<file path="src/rtl/instruction_fetch.sv">
// Instruction fetch stage: writable program memory, program counter and a
// registered valid/ready output toward decode, with jump redirects and end-of-program detection.
module instruction_fetch #(
  parameter int ADDR_WIDTH  = 4,
  parameter int INSTR_WIDTH = 8
) (
  input  logic                   clk,
  input  logic                   rst,
  input  logic                   load_en,
  input  logic [ADDR_WIDTH-1:0]  load_addr,
  input  logic [INSTR_WIDTH-1:0] load_data,
  input  logic                   start,
  input  logic                   redirect_valid,
  input  logic [ADDR_WIDTH-1:0]  redirect_pc,
  input  logic                   instr_ready,
  output logic [INSTR_WIDTH-1:0] instr_out,
  output logic [ADDR_WIDTH-1:0]  instr_pc,
  output logic                   instr_valid,
  output logic                   busy,
  output logic                   done,
  output logic [1:0]             dbg_state
);

  // Handshake: a word moves to decode on any rising edge where
  // instr_valid && instr_ready; while valid && !ready the output register holds.

  typedef enum logic [1:0] {
    IDLE = 2'd0,
    RUN  = 2'd1,
    DONE = 2'd2
  } state_t;

  localparam int DEPTH = 2 ** ADDR_WIDTH;

  state_t                 state;
  logic [ADDR_WIDTH-1:0]  pc;
  logic [ADDR_WIDTH-1:0]  prog_last;
  logic [INSTR_WIDTH-1:0] mem [DEPTH];

  logic issue;
  logic redirect_take;
  logic restart;

  assign redirect_take = redirect_valid && (state != IDLE);
  assign issue         = (state == RUN) && (!instr_valid || instr_ready) && !redirect_valid;
  // A redirect in DONE takes priority over a concurrent start.
  assign restart       = start && ((state == IDLE) || ((state == DONE) && !redirect_valid));

  assign busy      = (state == RUN);
  assign done      = (state == DONE) && !instr_valid;
  assign dbg_state = state;

  // Program memory is intentionally left out of reset so a program survives it.
  always_ff @(posedge clk) begin
    if ((state == IDLE) && load_en) begin
      mem[load_addr] <= load_data;
    end
  end

  always_ff @(posedge clk or posedge rst) begin
    if (rst) begin
      state       <= IDLE;
      pc          <= '0;
      prog_last   <= '0;
      instr_out   <= '0;
      instr_pc    <= '0;
      instr_valid <= 1'b0;
    end else begin
      if ((state == IDLE) && load_en) begin
        prog_last <= load_addr;
      end

      if (redirect_take) begin
        instr_valid <= 1'b0;
        pc          <= redirect_pc;
        state       <= (redirect_pc <= prog_last) ? RUN : DONE;
      end else if (restart) begin
        state <= RUN;
        pc    <= '0;
        if (instr_ready) begin
          instr_valid <= 1'b0;
        end
      end else if (issue) begin
        instr_out   <= mem[pc];
        instr_pc    <= pc;
        instr_valid <= 1'b1;
        pc          <= pc + ADDR_WIDTH'(1);
        if (pc == prog_last) begin
          state <= DONE;
        end
      end else if (instr_ready) begin
        instr_valid <= 1'b0;
      end
    end
  end

endmodule

</file>
<file path="config.mk">
export PLATFORM = sky130hd
export DESIGN_NAME = instruction_fetch
export DESIGN_NICKNAME = d
export VERILOG_FILES = /design/src/rtl/instruction_fetch.sv
export SDC_FILE = /design/constraint.sdc
export NUM_CORES = 1
export LEC_CHECK = 0
export ABC_CLOCK_PERIOD_IN_PS = 2100
export CAP_MARGIN = 20
export CELL_PAD_IN_SITES_DETAIL_PLACEMENT = 2
export CELL_PAD_IN_SITES_GLOBAL_PLACEMENT = 2
export CORE_MARGIN = 2
export CORE_UTILIZATION = 40
export DETAILED_ROUTE_END_ITERATION = 10
export PLACE_DENSITY_LB_ADDON = 0.1
export SYNTH_ARGS = -nofsm -noshare
export SYNTH_HDL_FRONTEND = slang
export SYNTH_SLANG_ARGS = --single-unit
</file>
<file path="constraint.sdc">
create_clock -name clk -period 2.1 [get_ports clk]
set_input_delay 0.42 -clock clk [delete_from_list [all_inputs] [get_ports clk]]
set_output_delay 0.42 -clock clk [all_outputs]
set_load 0.005 [all_outputs]
</file>
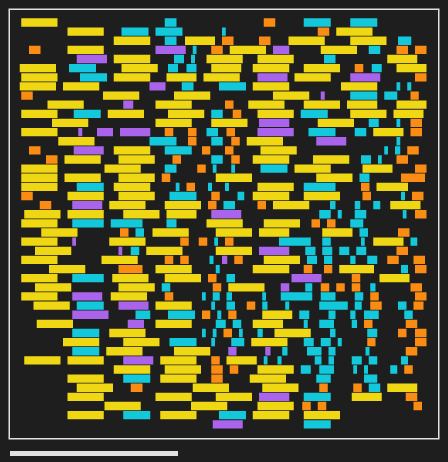
Figure 1: run 1, placement by cell class.
Bar = 50 um.
legend:
  flops:
    color: yellow
    cells: 151
  combinational and other logic:
    color: cyan
    cells: 156
  other buffers and delay cells:
    color: orange
    cells: 95
  clock drivers and dummy loads:
    color: purple
    cells: 32
Cell Rows: 45
design area: 7700 um^2
core area: 15000 um^2
Finished Core Util: 51.2%
Seq/total area: 57.4%

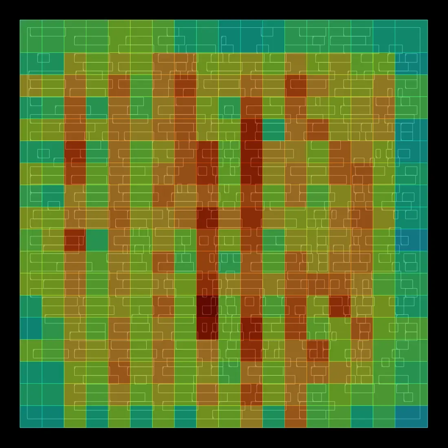
Figure 2: run 1, routing congestion map.
met1 GRT Util: 26.9%
DR WL/cell: 25.6 um
Top Usage Layer GRT: met2
GR Util All Layers: 21.2%
met2 Track Usage GR: 35.9%

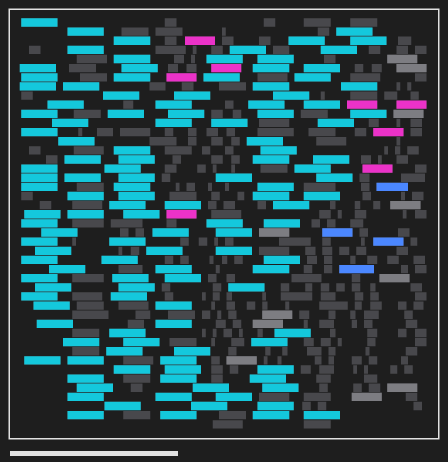
Figure 3: run 1, register map, names as in the netlist.
Bar = 50 um. Other sequential cells in the stronger gray, the rest of the logic in the fainter gray.
legend:
  instr_out:
    color: magenta
    sequential_cells: 8
  mem:
    color: cyan
    sequential_cells: 128
    where: spread over the die
  pc:
    color: blue
    sequential_cells: 4
    where: middle right
not colored: 11
Flop+latch power: 0.00375 W
Sequential Area: 4420 um^2

-- run 1: worst max-delay path, stage by stage, from the launching register on --
cell and delay, ns:
dfrtp_4 0.57, buf_12 0.18, mux4_1 0.60, a22oi_2 0.33, o311ai_0 0.20
-- run 1: how the worst min path moves through the flow --
stage / startpoint / endpoint / slack (ns) / depth (start not counted)
global placement: instr_pc[1]$_DFFE_PP0P_ / instr_pc[1]$_DFFE_PP0P_ / 0.47 / 2
floorplan: rst / dbg_state[0]$_DFFE_PP0P_ / 0.42 / 1
detailed placement: instr_pc[3]$_DFFE_PP0P_ / instr_pc[3]$_DFFE_PP0P_ / 0.49 / 2
global route: rst / instr_out[7]$_DFFE_PP0P_ / 0.40 / 3
finish: rst / instr_pc[0]$_DFFE_PP0P_ / 0.37 / 3
CTS: rst / instr_pc[2]$_DFFE_PP0P_ / 0.37 / 3
-- run 1: area by class of cell --
cell class	count	share of cell area, %
well taps	188	3.05
multi-input cells	150	20.8
clock buffers	24	6.38
flip-flops and latches	151	57.4
clock inverters	8	1.27
inverters	6	0.292
repair buffers	95	10.8
-- run 1: synthesized netlist by cell type (4+ instances only) --
library cell,n,area share [%]
edfxtp_1,128,63
ha_1,5,1.0
o311ai_0,7,1.0
buf_2,4,0.33
mux4_2,26,9.6
inv_1,6,0.37
a22oi_1,9,1.1
nand3_1,5,0.41
nand2_1,17,1.0
dfrtp_1,23,9.4
nor2_1,14,0.86
mux2_2,4,0.74
nor3_1,4,0.33
xnor2_1,6,0.86
mux2i_1,8,1.3
buf_4,4,0.49
mux4_1,6,2.6
o21ai_0,7,0.57
clkbuf_1,6,0.37
-- run 1: registers in the layout, summed over array words and instances, names as in the netlist --
name / cells
dbg_state: 2
instr_out: 8
instr_pc: 4
instr_valid: 1
mem: 128
pc: 4
prog_last: 4
==> results.tsv, run 1 <==
metric	value	unit
cts_setup_buffers	0	
overflow	0	
r2r-end	instr_out[1]$_DFFE_PP0P_	
floorplan.nets	349	
worst_ep_arrival_time	2.32	ns
edf_count	128	
n_fill_cell	1363	
ys_cells	322	
clkPwrFrac	32.5	%
critPathCaptureType	register	
cts_sinks	151	
port_buffers	38	
lay_top_count	edfxtp_1	
setup_slack	0.0466	ns
status	completed	
wl_met3	644	um
cts_buffers	17	
hold_viol	0	
antenna_found_initial	0	
power.static_leakage	2.69	nW
warnings	26	
holdWs	0.365	ns
die_y	127	um
clk_latency	0.43	ns
synth_warnings	0	
p_total	0.00937	W
die-area	16300	um^2
finalSetupTns	0	ns
ys_sh_simple	5.74	%
yosysUniqueCellTypes	44	
worst_slew_pin_slew	0.665	ns
clkSlewWorstSetupHoldPaths	0.06	ns
fp_util	40.6	%
placed_cells	588	
fmax	487	MHz
cp-startpoint	pc[0]$_DFFE_PP0P_	
root_buffer	clkbuf_16	
power_frac_comb	27.6	%
r2r_start	pc[0]$_DFFE_PP0P_	
dp_slack	-0.311	ns
syn_avg_cell_area	18.9	um^2
crit_fanout	12	
top_logic_kind	multiplexers	
endpoint	instr_out[1]$_DFFE_PP0P_	
dr.pass1.iters	4	
switching_share	27.6	%
synthArstFlopShare	15.2	%
num_io_pins	39	
xor_share	0.862	%
route.detailed.drc	0	
n_antenna_cell	0	
drt-met1-wl	6830	um
mux_share	14.2	%
top_layer	met4	
clock_net_power	0.00304	W
syn_to_final_growth	26.3	%
==> run 2, diff against run 1 <==
--- a/config.mk
+++ b/config.mk
@@ -12,7 +12,7 @@
 export CORE_MARGIN = 2
 export CORE_UTILIZATION = 40
 export DETAILED_ROUTE_END_ITERATION = 10
-export PLACE_DENSITY_LB_ADDON = 0.1
+export PLACE_DENSITY = 0.7
 export SYNTH_ARGS = -nofsm -noshare
 export SYNTH_HDL_FRONTEND = slang
 export SYNTH_SLANG_ARGS = --single-unit
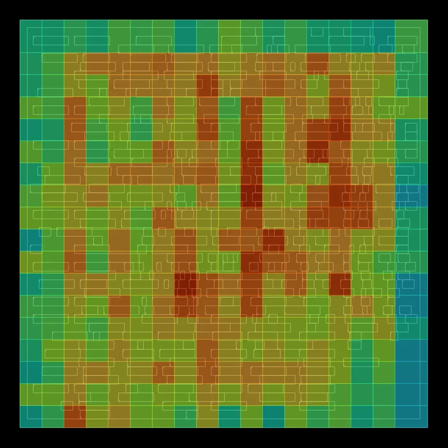
Figure 4: run 2, routing congestion map.
DR WL/cell: 27.8 um
grt met3 use: 4.65%

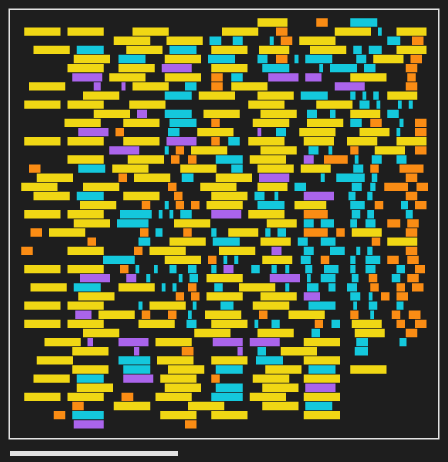
Figure 5: run 2, placement by cell class.
Bar = 50 um.
legend:
  clock drivers and dummy loads:
    color: purple
    cells: 32
  other buffers and delay cells:
    color: orange
    cells: 84
  flops:
    color: yellow
    cells: 151
  combinational and other logic:
    color: cyan
    cells: 156
Finished Core Util: 50.7%
design area: 7630 um^2

==> run 2 against run 1 <==
Compared with the run above:
- non-clock buffer count fell by 11
- sequential power barely moved
- routed wire length rose by 6.8%
- final cell count fell by 1.8%
- core utilization fell by 0.50 points
- die area did not move
- critical path depth rose by 1
- largest power group unchanged
- power fell by 0.79%
- count of clock-buffer cells in the layout fell by 1
- combinational power rose by 2%
==> results.tsv, run 2 <==
metric	value	unit	change
num_io_pins	39		unchanged
layout_min_cycle_time	2.02	ns	
cts_buffers	17		unchanged
required	2.32	ns	
power_frac_comb	28.4	%	+0.8 points
postCtsHoldBufs	0		
synth_area	6100	um^2	
yosysUniqueCellTypes	44		unchanged
ys_sh_simple	5.74	%	unchanged
top_regs	mem: 128 flops, instr_out: 8 flops		
clkSlewWorstSetupHoldPaths	0.07	ns	about the same
die_y	127	um	unchanged
port_buffers	38		unchanged
placed_cells	578		-1.7%
p_int	0.00659	W	
mux_share	14.2	%	unchanged
syn_avg_cell_area	18.9	um^2	unchanged
busiest_layer	met2		
met1_usage	31.2	%	+4.3 points
synth-seq-cells	151		
clock_net_power	0.00292	W	-4%
lay_top_count	edfxtp_1		
synth_warnings	0		unchanged
crit_chain	buf_12 -> mux4_1 -> a22oi_1 -> buf_4 -> o311ai_0		
critPathSlowestCell	mux4_1		
floorplan.nets	349		unchanged
crit_fanout	19		+7
critPathTopFamily	multiplexers		
drt-met1-wl	7400	um	+8.4%
top_cells_by_count	edfxtp_1, mux4_2, dfrtp_1		
cap_violations	0		
top_logic_kind	multiplexers		
grt_pass1_wl	25900	um	
ys_sh_adder	1.03	%	
critPathCaptureType	register		
grtUsageTotal	22.7	%	+1.5 points
top_cell	edfxtp_1		
grt_use_met2	36.1	%	+0.25 points
route.detailed.drc	0		unchanged
root_buffer	clkbuf_16		
overflow	0		unchanged
edf_count	128		unchanged
maxPowerGroup	registers		
fmax	495	MHz	+1.7%
hold_viol	0		unchanged
gp_congestion	0.768		
top_layer	met4		
clk_latency	0.43	ns	about the same
antenna_found_initial	0		unchanged
clkPwrFrac	31.4	%	-1.1 points
syn_to_final_growth	25.0	%	
ir_drop	0.605	mV	
largest_area_cell	edfxtp_1		
status	completed		
dr.pass1.iters	4		unchanged
top_cell_area_share	63.0	%	unchanged
switching_share	29.1	%	+1.5 points
xor_share	0.862	%	unchanged
ys_cells	322		unchanged
core	15000	um^2	unchanged
cts_sinks	151		unchanged
synthArstFlopShare	15.2	%	unchanged
num_rows	45		unchanged
power.static_leakage	2.64	nW	-1.7%
wl_met3	866	um	+34%
yosys.area_share.aoi	3.94	%	
initialDrtViolationCount	233		
comb-power	0.00264	W	
min_period_over_period	96.1	%	
largest_register	mem		
finalClockSkew	0.00831	ns	
die-area	16300	um^2	unchanged
p_seq	0.00374	W	about the same
worst_slew_pin_slew	0.753	ns	+0.0871 ns
worst_ep_arrival_time	2.24	ns	-0.08 ns
htreeDepth	4		
placement.cell_area	7050	um^2	
largest_reg_flops	128		unchanged
cts_setup_buffers	0		unchanged
crit_path_max_incr_delay	0.65	ns	+0.05 ns
warnings	27		+3.8%
synthTopCellsByArea	edfxtp_1, mux4_2, dfrtp_1		
crit_buf_inv	2		+1
mostFrequentLayoutCells	edfxtp_1, buf_4, clkdlybuf4s50_1		
drive_above_1_share	27.4	%	
fp_util	40.6	%	unchanged
finalMaxSlewViolations	0		
n_antenna_cell	0		unchanged
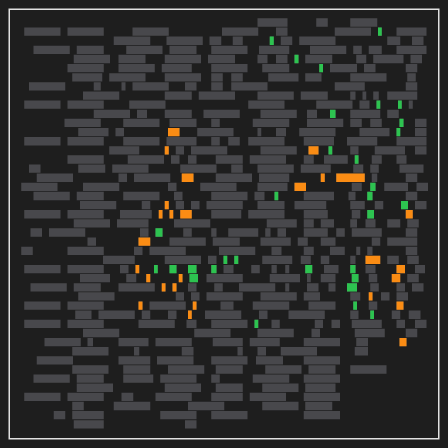
Figure 6: run 2, logic cells by family.
legend:
  NAND gates:
    color: green
    cells: 31
    most_used: nand2_1
  NOR gates:
    color: orange
    cells: 27
    most_used: nor2_1
post-route insts no fill: 611
logic share of the area: 20.9%

## run 2: path summary, 6_finish.rpt
| path | slack, ns | cells after the start | from | end |
|---|---|---|---|---|
| max in group asynchronous | 1.46 | 3 | rst | pc[1]$_DFFE_PP0P_ |
| max reg2reg | 0.08 | 5 | pc[0]$_DFFE_PP0P_ | instr_out[1]$_DFFE_PP0P_ |
| min reg2reg | 0.49 | 2 | instr_pc[3]$_DFFE_PP0P_ | instr_pc[3]$_DFFE_PP0P_ |
| max | 0.08 | 5 | pc[0]$_DFFE_PP0P_ | instr_out[1]$_DFFE_PP0P_ |
| min | 0.37 | 3 | rst | instr_out[4]$_DFFE_PP0P_ |
| min in group clk | 0.49 | 2 | instr_pc[3]$_DFFE_PP0P_ | instr_pc[3]$_DFFE_PP0P_ |
## run 2: cells by family after synthesis
logic type | Yosys count
multiplexers | 44
XOR/XNOR | 6
flip-flops | 151
buffers and inverters | 21
AND/OR/NAND/NOR | 63
AND-OR/OR-AND | 32
adder cells (fa/ha/maj) | 5
## run 2: metrics by stage
| step | power, W | hold WS, ns | TNS (ns) | setup WS [ns] |
|---|---|---|---|---|
| floorplan | 0.00523 | 0.422 | 0 | 0.169 |
| global placement | 0.00631 | 0.463 | -13.15 | -0.271 |
| detailed placement | 0.00641 | 0.480 | -17.91 | -0.293 |
| CTS | 0.00937 | 0.358 | 0 | 0.00386 |
| global route | 0.00971 | 0.375 | 0 | 0.0253 |
| finish | 0.00930 | 0.366 | 0 | 0.0814 |
## run 2: final cells by class
| cell class | count | area (um^2) |
|---|---|---|
| inverter | 6 | 22.5 |
| multi-input combinational | 150 | 1590 |
| clock inverter | 9 | 65.1 |
| fill | 1347 | 7410 |
| tap | 188 | 235 |
| timing repair buffer | 84 | 791 |
| clock buffer | 23 | 499 |
| sequential | 151 | 4420 |
Power figures rest on the tool's default switching activity, not on a simulated workload.
